Fig. 1: close-up of the layout
Region (22, 39) to (52, 69) microns. Cells in gray, sequential cells in the stronger gray; small squares are vias.
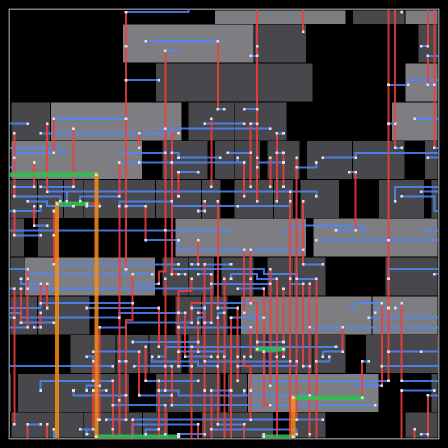
Fig. 2: track usage over the die
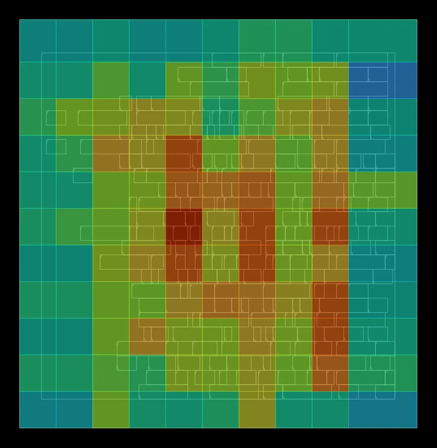
Fig. 3: M1 wires
Drawn at 4 px/micron. Supply wires on this layer in gray.
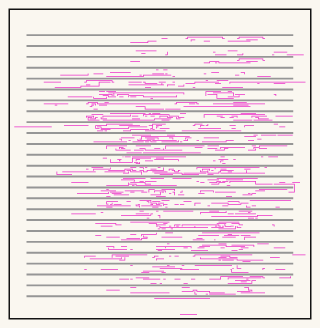
Fig. 4: gate families picked out
Drawn at 6 px/micron.
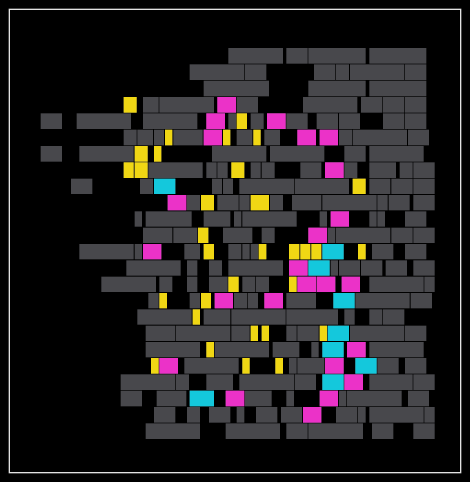
Fig. 5: wiring by layer
Drawn at 4 px/micron. Only two layers are drawn.
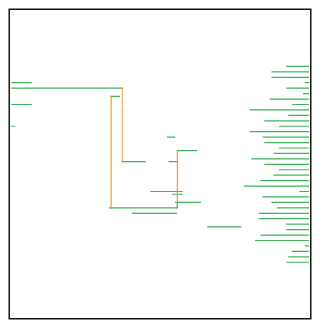
File: src/rtl/img_disp_engine.sv
`default_nettype none
// ============================================================================
// Module   : img_disp_engine
// Purpose  : Maps VGA beam coordinates onto a scaled, rotatable, invertible
//            tile image in an external ROM, with frame-synchronous commands.
// Revision : 1.0 - initial parametrised release
// ============================================================================
module img_disp_engine #(
    parameter int N_IMG       = 4,
    parameter int TB          = 4,
    parameter int SCALE_LOG2  = 3,
    parameter int ORG_X       = 192,
    parameter int ORG_Y       = 112,
    parameter int AUTO_FRAMES = 60,
    parameter int ROM_LAT     = 0,
    parameter int CW          = 3,
    parameter int BG_COLOR    = 0,
    localparam int IW         = (N_IMG > 2) ? $clog2(N_IMG) : 1
) (
    input  logic          clk,
    input  logic          reset,
    input  logic          step_fwd,
    input  logic          step_back,
    input  logic          rotate,
    input  logic          inverse,
    input  logic          auto_en,
    input  logic [9:0]    hc,
    input  logic [9:0]    vc,
    input  logic          disp_on,
    input  logic          hsync_in,
    input  logic          vsync_in,
    output logic [IW-1:0] rom_img,
    output logic [TB-1:0] rom_x,
    output logic [TB-1:0] rom_y,
    input  logic [CW-1:0] rom_color,
    output logic [CW-1:0] color,
    output logic          hsync,
    output logic          vsync,
    output logic [IW-1:0] cur_img,
    output logic [1:0]    cur_rot,
    output logic          cur_inv
);

    localparam int c_L      = 2 + ROM_LAT;
    localparam int c_PW     = ROM_LAT + 1;
    localparam int c_SPAN   = 1 << (TB + SCALE_LOG2);
    localparam int c_SUM_W  = IW + 2;

    typedef enum logic [1:0] {
        STEP_NONE = 2'd0,
        STEP_FWD  = 2'd1,
        STEP_BACK = 2'd2
    } step_t;

    logic          r_prev_fwd, r_prev_back, r_prev_rot, r_prev_inv;
    logic          w_ev_fwd, w_ev_back, w_ev_rot, w_ev_inv;
    step_t         r_pend_step, w_step_base, w_pend_step_nxt;
    logic [1:0]    r_pend_rot;
    logic          r_pend_inv;
    logic [9:0]    r_frame_cnt;
    logic [IW-1:0] r_cur_img, w_img_nxt;
    logic [1:0]    r_cur_rot;
    logic          r_cur_inv;
    logic          w_frame_tick, w_auto_fire;
    logic [c_SUM_W-1:0] w_img_sum;

    assign w_ev_fwd     = step_fwd  & ~r_prev_fwd;
    assign w_ev_back    = step_back & ~r_prev_back;
    assign w_ev_rot     = rotate    & ~r_prev_rot;
    assign w_ev_inv     = inverse   & ~r_prev_inv;
    assign w_frame_tick = (hc == 10'd0) && (vc == 10'd0);
    assign w_auto_fire  = w_frame_tick && auto_en && (r_frame_cnt == 10'(AUTO_FRAMES - 1));

    // Pending step restarts from empty on the tick so a same-cycle press survives.
    always_comb begin
        w_step_base     = w_frame_tick ? STEP_NONE : r_pend_step;
        w_pend_step_nxt = w_step_base;
        if (w_ev_fwd && w_ev_back)
            w_pend_step_nxt = STEP_NONE;
        else if (w_ev_fwd)
            w_pend_step_nxt = (w_step_base == STEP_BACK) ? STEP_NONE : STEP_FWD;
        else if (w_ev_back)
            w_pend_step_nxt = (w_step_base == STEP_FWD) ? STEP_NONE : STEP_BACK;
    end

    // Biased by N_IMG so a backward step never underflows; result lies in [N-1, 2N+1].
    always_comb begin
        w_img_sum = c_SUM_W'(r_cur_img) + c_SUM_W'(N_IMG);
        if (r_pend_step == STEP_FWD)
            w_img_sum = w_img_sum + c_SUM_W'(1);
        if (r_pend_step == STEP_BACK)
            w_img_sum = w_img_sum - c_SUM_W'(1);
        if (w_auto_fire)
            w_img_sum = w_img_sum + c_SUM_W'(1);
        if (w_img_sum >= c_SUM_W'(2 * N_IMG))
            w_img_nxt = IW'(w_img_sum - c_SUM_W'(2 * N_IMG));
        else if (w_img_sum >= c_SUM_W'(N_IMG))
            w_img_nxt = IW'(w_img_sum - c_SUM_W'(N_IMG));
        else
            w_img_nxt = IW'(w_img_sum);
    end

    always_ff @(posedge clk or negedge reset) begin
        if (!reset) begin
            r_prev_fwd  <= 1'b0;
            r_prev_back <= 1'b0;
            r_prev_rot  <= 1'b0;
            r_prev_inv  <= 1'b0;
            r_pend_step <= STEP_NONE;
            r_pend_rot  <= 2'd0;
            r_pend_inv  <= 1'b0;
            r_frame_cnt <= 10'd0;
            r_cur_img   <= '0;
            r_cur_rot   <= 2'd0;
            r_cur_inv   <= 1'b0;
        end else begin
            r_prev_fwd  <= step_fwd;
            r_prev_back <= step_back;
            r_prev_rot  <= rotate;
            r_prev_inv  <= inverse;
            r_pend_step <= w_pend_step_nxt;
            if (w_frame_tick) begin
                r_cur_img  <= w_img_nxt;
                r_cur_rot  <= r_cur_rot + r_pend_rot;
                r_cur_inv  <= r_cur_inv ^ r_pend_inv;
                r_pend_rot <= {1'b0, w_ev_rot};
                r_pend_inv <= w_ev_inv;
            end else begin
                r_pend_rot <= r_pend_rot + {1'b0, w_ev_rot};
                r_pend_inv <= r_pend_inv ^ w_ev_inv;
            end
            if (!auto_en || w_ev_fwd || w_ev_back)
                r_frame_cnt <= 10'd0;
            else if (w_frame_tick)
                r_frame_cnt <= w_auto_fire ? 10'd0 : r_frame_cnt + 10'd1;
        end
    end

    logic [TB-1:0] w_u, w_v, w_x, w_y;
    logic          w_in_win;

    assign w_u = TB'((hc - 10'(ORG_X)) >> SCALE_LOG2);
    assign w_v = TB'((vc - 10'(ORG_Y)) >> SCALE_LOG2);
    assign w_in_win = disp_on
                   && (32'(hc) >= ORG_X) && (32'(hc) < ORG_X + c_SPAN)
                   && (32'(vc) >= ORG_Y) && (32'(vc) < ORG_Y + c_SPAN);

    // M - u is the bitwise complement for a power-of-two tile.
    always_comb begin
        w_x = w_u;
        w_y = w_v;
        case (r_cur_rot)
            2'd1:    begin w_x = w_v;  w_y = ~w_u; end
            2'd2:    begin w_x = ~w_u; w_y = ~w_v; end
            2'd3:    begin w_x = ~w_v; w_y = w_u;  end
            default: begin w_x = w_u;  w_y = w_v;  end
        endcase
    end

    logic [c_PW-1:0] r_win_pipe, r_disp_pipe, r_inv_pipe;
    logic [c_L-1:0]  r_hs_pipe, r_vs_pipe;

    always_ff @(posedge clk or negedge reset) begin
        if (!reset) begin
            rom_x       <= '0;
            rom_y       <= '0;
            rom_img     <= '0;
            r_win_pipe  <= '0;
            r_disp_pipe <= '0;
            r_inv_pipe  <= '0;
            r_hs_pipe   <= '1;
            r_vs_pipe   <= '1;
            color       <= '0;
        end else begin
            rom_x       <= w_x;
            rom_y       <= w_y;
            rom_img     <= r_cur_img;
            r_win_pipe  <= (r_win_pipe  << 1) | c_PW'(w_in_win);
            r_disp_pipe <= (r_disp_pipe << 1) | c_PW'(disp_on);
            r_inv_pipe  <= (r_inv_pipe  << 1) | c_PW'(r_cur_inv);
            r_hs_pipe   <= {r_hs_pipe[c_L-2:0], hsync_in};
            r_vs_pipe   <= {r_vs_pipe[c_L-2:0], vsync_in};
            if (r_win_pipe[ROM_LAT])
                color <= rom_color ^ {CW{r_inv_pipe[ROM_LAT]}};
            else if (r_disp_pipe[ROM_LAT])
                color <= CW'(BG_COLOR);
            else
                color <= '0;
        end
    end

    assign hsync   = r_hs_pipe[c_L-1];
    assign vsync   = r_vs_pipe[c_L-1];
    assign cur_img = r_cur_img;
    assign cur_rot = r_cur_rot;
    assign cur_inv = r_cur_inv;

endmodule
`default_nettype wire
File: config.mk
export PLATFORM = sky130hd
export DESIGN_NAME = img_disp_engine
export DESIGN_NICKNAME = d
export VERILOG_FILES = /design/src/rtl/img_disp_engine.sv
export SDC_FILE = /design/constraint.sdc
export NUM_CORES = 1
export LEC_CHECK = 0
export ABC_CLOCK_PERIOD_IN_PS = 2500
export CAP_MARGIN = 20
export CORE_AREA = 4 4 71 73
export DETAILED_ROUTE_END_ITERATION = 16
export DIE_AREA = 0 0 75 77
export GPL_TIMING_DRIVEN = 0
export PLACE_DENSITY = 0.87
export SLEW_MARGIN = 30
export SYNTH_ARGS = -nofsm -noshare
export SYNTH_HDL_FRONTEND = slang
export SYNTH_SLANG_ARGS = --single-unit
File: constraint.sdc
create_clock -name clk -period 2.5 [get_ports clk]
set_input_delay 0.5 -clock clk [delete_from_list [all_inputs] [get_ports clk]]
set_output_delay 0.5 -clock clk [all_outputs]
set_load 0.005 [all_outputs]
==> CHANGELOG.md <==
### Physical design

- Maximum fanout along the worst path: 5
- Slew margin rel.: 60.22%
- Final ANT Viol Nets: 0
- Placeable Area: 4354 sq um
- Synthesized area per cell: 11.27 sq um
- Gr ovfl total: 0
- Gate Area: 908.4 sq um
- Adder share: 3.578%
- Sw power: 0.0003448 W
- Insertion Delay late pin: 0.29 ns
- Fillers: 324
- Final hold vios: 0
- Num CTS Buffers: 5
- Ys Warns: 0
- Hpwl dp: 3.228 mm
- Max Fclk: 418.6 MHz
- LEAKAGE: 1.151 nW
- PostCTS Resize Cnt: 0
- Hold slack: 0.1332 ns
- Yosys top cell area share: 48.12%
- Crit Path Class: in -> reg
- Hold Buf Count CTS: 0
- Synth area leaders: dfrtp_1 (48%), xnor2_1 (6.9%), dfstp_2 (5.2%)
- Sw Ratio: 22.47%
- Clk sink count: 43
- Clock root cell: clkbuf_8
- Die ar.: 5775 sq um
- Main flop type: dfrtp_1
- Critical path capture point type: register
- Vias in the first global route: 1617
- Clock-pin slew on the worst setup and hold paths: 0.08 ns
- Setup bufs post-CTS: 0
- Row count: 24
- Clock power share: 36.2%
- Worst EP arrival: 2.60 ns
- Mux cell area share after synthesis: 4.503%
- Synth async-reset ratio: 100.0%
- Hold/Removal Path Class: in -> async
- DR vias/cell: 5.283
- Seq share, synth: 53.30%
- Worst vdd ir: 0.2289 mV
- Final setup violation count: 0
- EDFF count, synth: 0
- Number of cells in Yosys stat: 180
- Mapped Area: 2028 sq um
- Period minus WS final: 2.389 ns
- Post-Synthesis Cells: 180
- Crit path required time: 2.71 ns
- Status: complete, no violations
- Max clock buf depth: 2
- Cell type with the largest total area: dfrtp_1
- Residual DRC count: 0
- Pre-Place Util: 46.58%
- Register area: 1081 sq um
- RSZ-0062 raised after global routing: false
- CTS tree: done
- H-tree levels: 2
- I/O Buffers: 52
- Tool warnings: 27
- Ao+oa area frac: 5.799%
- Combinational share of power: 13.5%
- Diode count: 0
- Max-cap violations: 0
- PD cells: 558.3 nW/um^2
- Worst Max-Slew Pin Slew: 0.5967 ns
- Placer congestion estimate: 0.7976
- Post-synth cell types: 41
- Internal: 0.001190 W
- Basic Gates by Area: 20.42%
- Ys flops: 43
- Final worst path period share: 95.56%
- First-pass GRT wire length: 7.148 mm
- P_seq: 0.000772 W
- DR pass1 iterations: 5
- Die W: 75 microns
- Top comb family, area: simple AND/OR/NAND/NOR gates
- Pins Over Slew Limit: 0
- Pwr top: registers
- I/O pin cnt: 53
- Initial antenna violation count: 0
- Syn nets: 218
- Final nets: 278
- Comb. pwr: 0.000207 W
- Largest net degree at the start of global routing: 27
- Layout cells sized above 1: 9.959%
- Xor+xnor area frac: 10.36%
- Chip area line of the yosys report: 2028 sq um
- Initial DRC count: 66
- Clock Skews: 0.007341 ns
- Area grow syn2layout: 35.53%
- Die Y: 77 microns
- Startpoint Class: input port
- Sequential power share: 50.3%
- P_clk: 0.000556 W
About Fig. 1:
Key: blue = metal 1; red = metal 2; green = metal 3; orange = metal 4
Netlist names of flops here include r_frame_cnt (3), cur_img (2), r_pend_step (2). 58 logic cells have their middle in the window. Most frequent: dfrtp_1 (9). Sequential cells in the window: 9.

About Fig. 2:
GRT Total Usage: 15.84%
wire per inst: 14.46 microns
post-layout util: 63.13%

About Fig. 3:
The layer holds 41% of the routed length. The wires run mostly horizontal. The longest straight run is 18.9 microns.
vias: 1548
WL final: 4.238 mm
met1 Use GR: 19.33%

About Fig. 4:
Key: cyan = multiplexers [cells 9, most used mux2i_1]; yellow = NAND gates [cells 32, most used nand2_1]; magenta = XOR/XNOR gates [cells 24, most used xnor2_1]
fin cells: 293
Comb area share: 33.05%
Commonest Layout Cell: clkdlybuf4s50_1

About Fig. 5:
Key: orange = metal 4 [wire length 59.2 microns]; green = metal 3 [wire length 416 microns]

==> metrics by stage <==
stage | power, W | cell area, sq um | setup TNS, ns | std cells | setup WS [ns]
after global routing | 0.001604 | 2749 | 0 | 293 | 0.01061
after detailed placement | 0.0009961 | 2629 | -1.002 | 285 | -0.1754
after global placement | 0.0009802 | 2614 | -4.489 | 284 | -0.1151
after CTS | 0.001549 | 2746 | 0 | 293 | 0.1186
after floorplan | 0.0008778 | 2028 | 0 | 180 | 0.5683
final | 0.001535 | 2749 | 0 | 293 | 0.1110
==> final timing paths <==
path | from | slack [ns] | end | cells after the start
max in group asynchronous | reset | 1.80 | r_hs_pipe[0] | 2
min | reset | 0.13 | rom_y[2] | 1
max | hc[6] | 0.11 | r_frame_cnt[8] | 6
min in group clk | r_hs_pipe[0] | 0.36 | r_hs_pipe[1] | 0
min reg2reg | r_hs_pipe[0] | 0.36 | r_hs_pipe[1] | 0
max reg2reg | r_frame_cnt[2] | 0.56 | r_frame_cnt[8] | 5
==> synthesized netlist by cell type, drive strengths merged, types with 4 or more instances <==
cell   instances
xor2           8
nor2           9
inv            7
nand3          9
mux2i          8
nor4           5
ha             5
nand2         17
a21oi          9
dfstp          4
o21ai          4
xnor2         16
and2           4
dfrtp         39
==> sequential cells by signal, summed over array words and instances, names as in the netlist <==
signal       flops
r_frame_cnt     10
rom_x            4
rom_y            4
color            3
cur_img          2
cur_rot          2
r_hs_pipe        2
r_pend_rot       2
r_pend_step      2
r_vs_pipe        2
rom_img          2
cur_inv          1
r_inv_pipe       1
r_pend_inv       1
r_prev_back      1
r_prev_fwd       1
r_prev_inv       1
r_prev_rot       1
r_win_pipe       1
==> area by class of cell <==
type / count / area share, %
Sequential cell: 43 / 39.33
Multi-Input combinational cell: 127 / 33.05
Timing Repair Buffer: 53 / 19.48
Clock buffer: 6 / 3.004
Tap cell: 52 / 2.367
Clock inverter: 2 / 1.274
Inverter: 7 / 0.9558
Buffer: 3 / 0.5462
==> worst max-delay path, cell delays in order <==
cell and delay [ns]:
clkdlybuf4s50_1 0.50, nor4_2 0.39, nand3_1 0.21, or2_1 0.30, or4_1 0.52, a21oi_1 0.17
==> placed cells by master (no fill, tap or decap), types with 2 or more instances in the layout <==
| cell | n |
|---|---|
| a21oi_1 | 9 |
| a31oi_1 | 3 |
| and2_1 | 4 |
| and3_1 | 2 |
| clkbuf_1 | 2 |
| clkbuf_8 | 6 |
| clkdlybuf4s50_1 | 51 |
| dfrtp_1 | 39 |
| dfstp_2 | 4 |
| ha_1 | 5 |
| inv_1 | 7 |
| mux2i_1 | 8 |
| nand2_1 | 16 |
| nand2b_1 | 2 |
| nand3_1 | 9 |
| nand4_1 | 3 |
| nor2_1 | 8 |
| nor2b_1 | 3 |
| nor3_1 | 2 |
| nor4_1 | 3 |
| o21ai_0 | 3 |
| or2_1 | 2 |
| or3_1 | 2 |
| or4_1 | 2 |
| xnor2_1 | 16 |
| xor2_1 | 8 |
==> layer usage <==
metal / part of all wire, % / track usage [%] / vias up
li1: - / - / 744
met1: 41 / 19.33 / 741
met2: 48 / 26.74 / 56
met3: 9.8 / 3.791 / 7
met4: 1.4 / 5.338 / 0
met5: 0 / 0 / -
Power figures rest on the tool's default switching activity, not on a simulated workload.
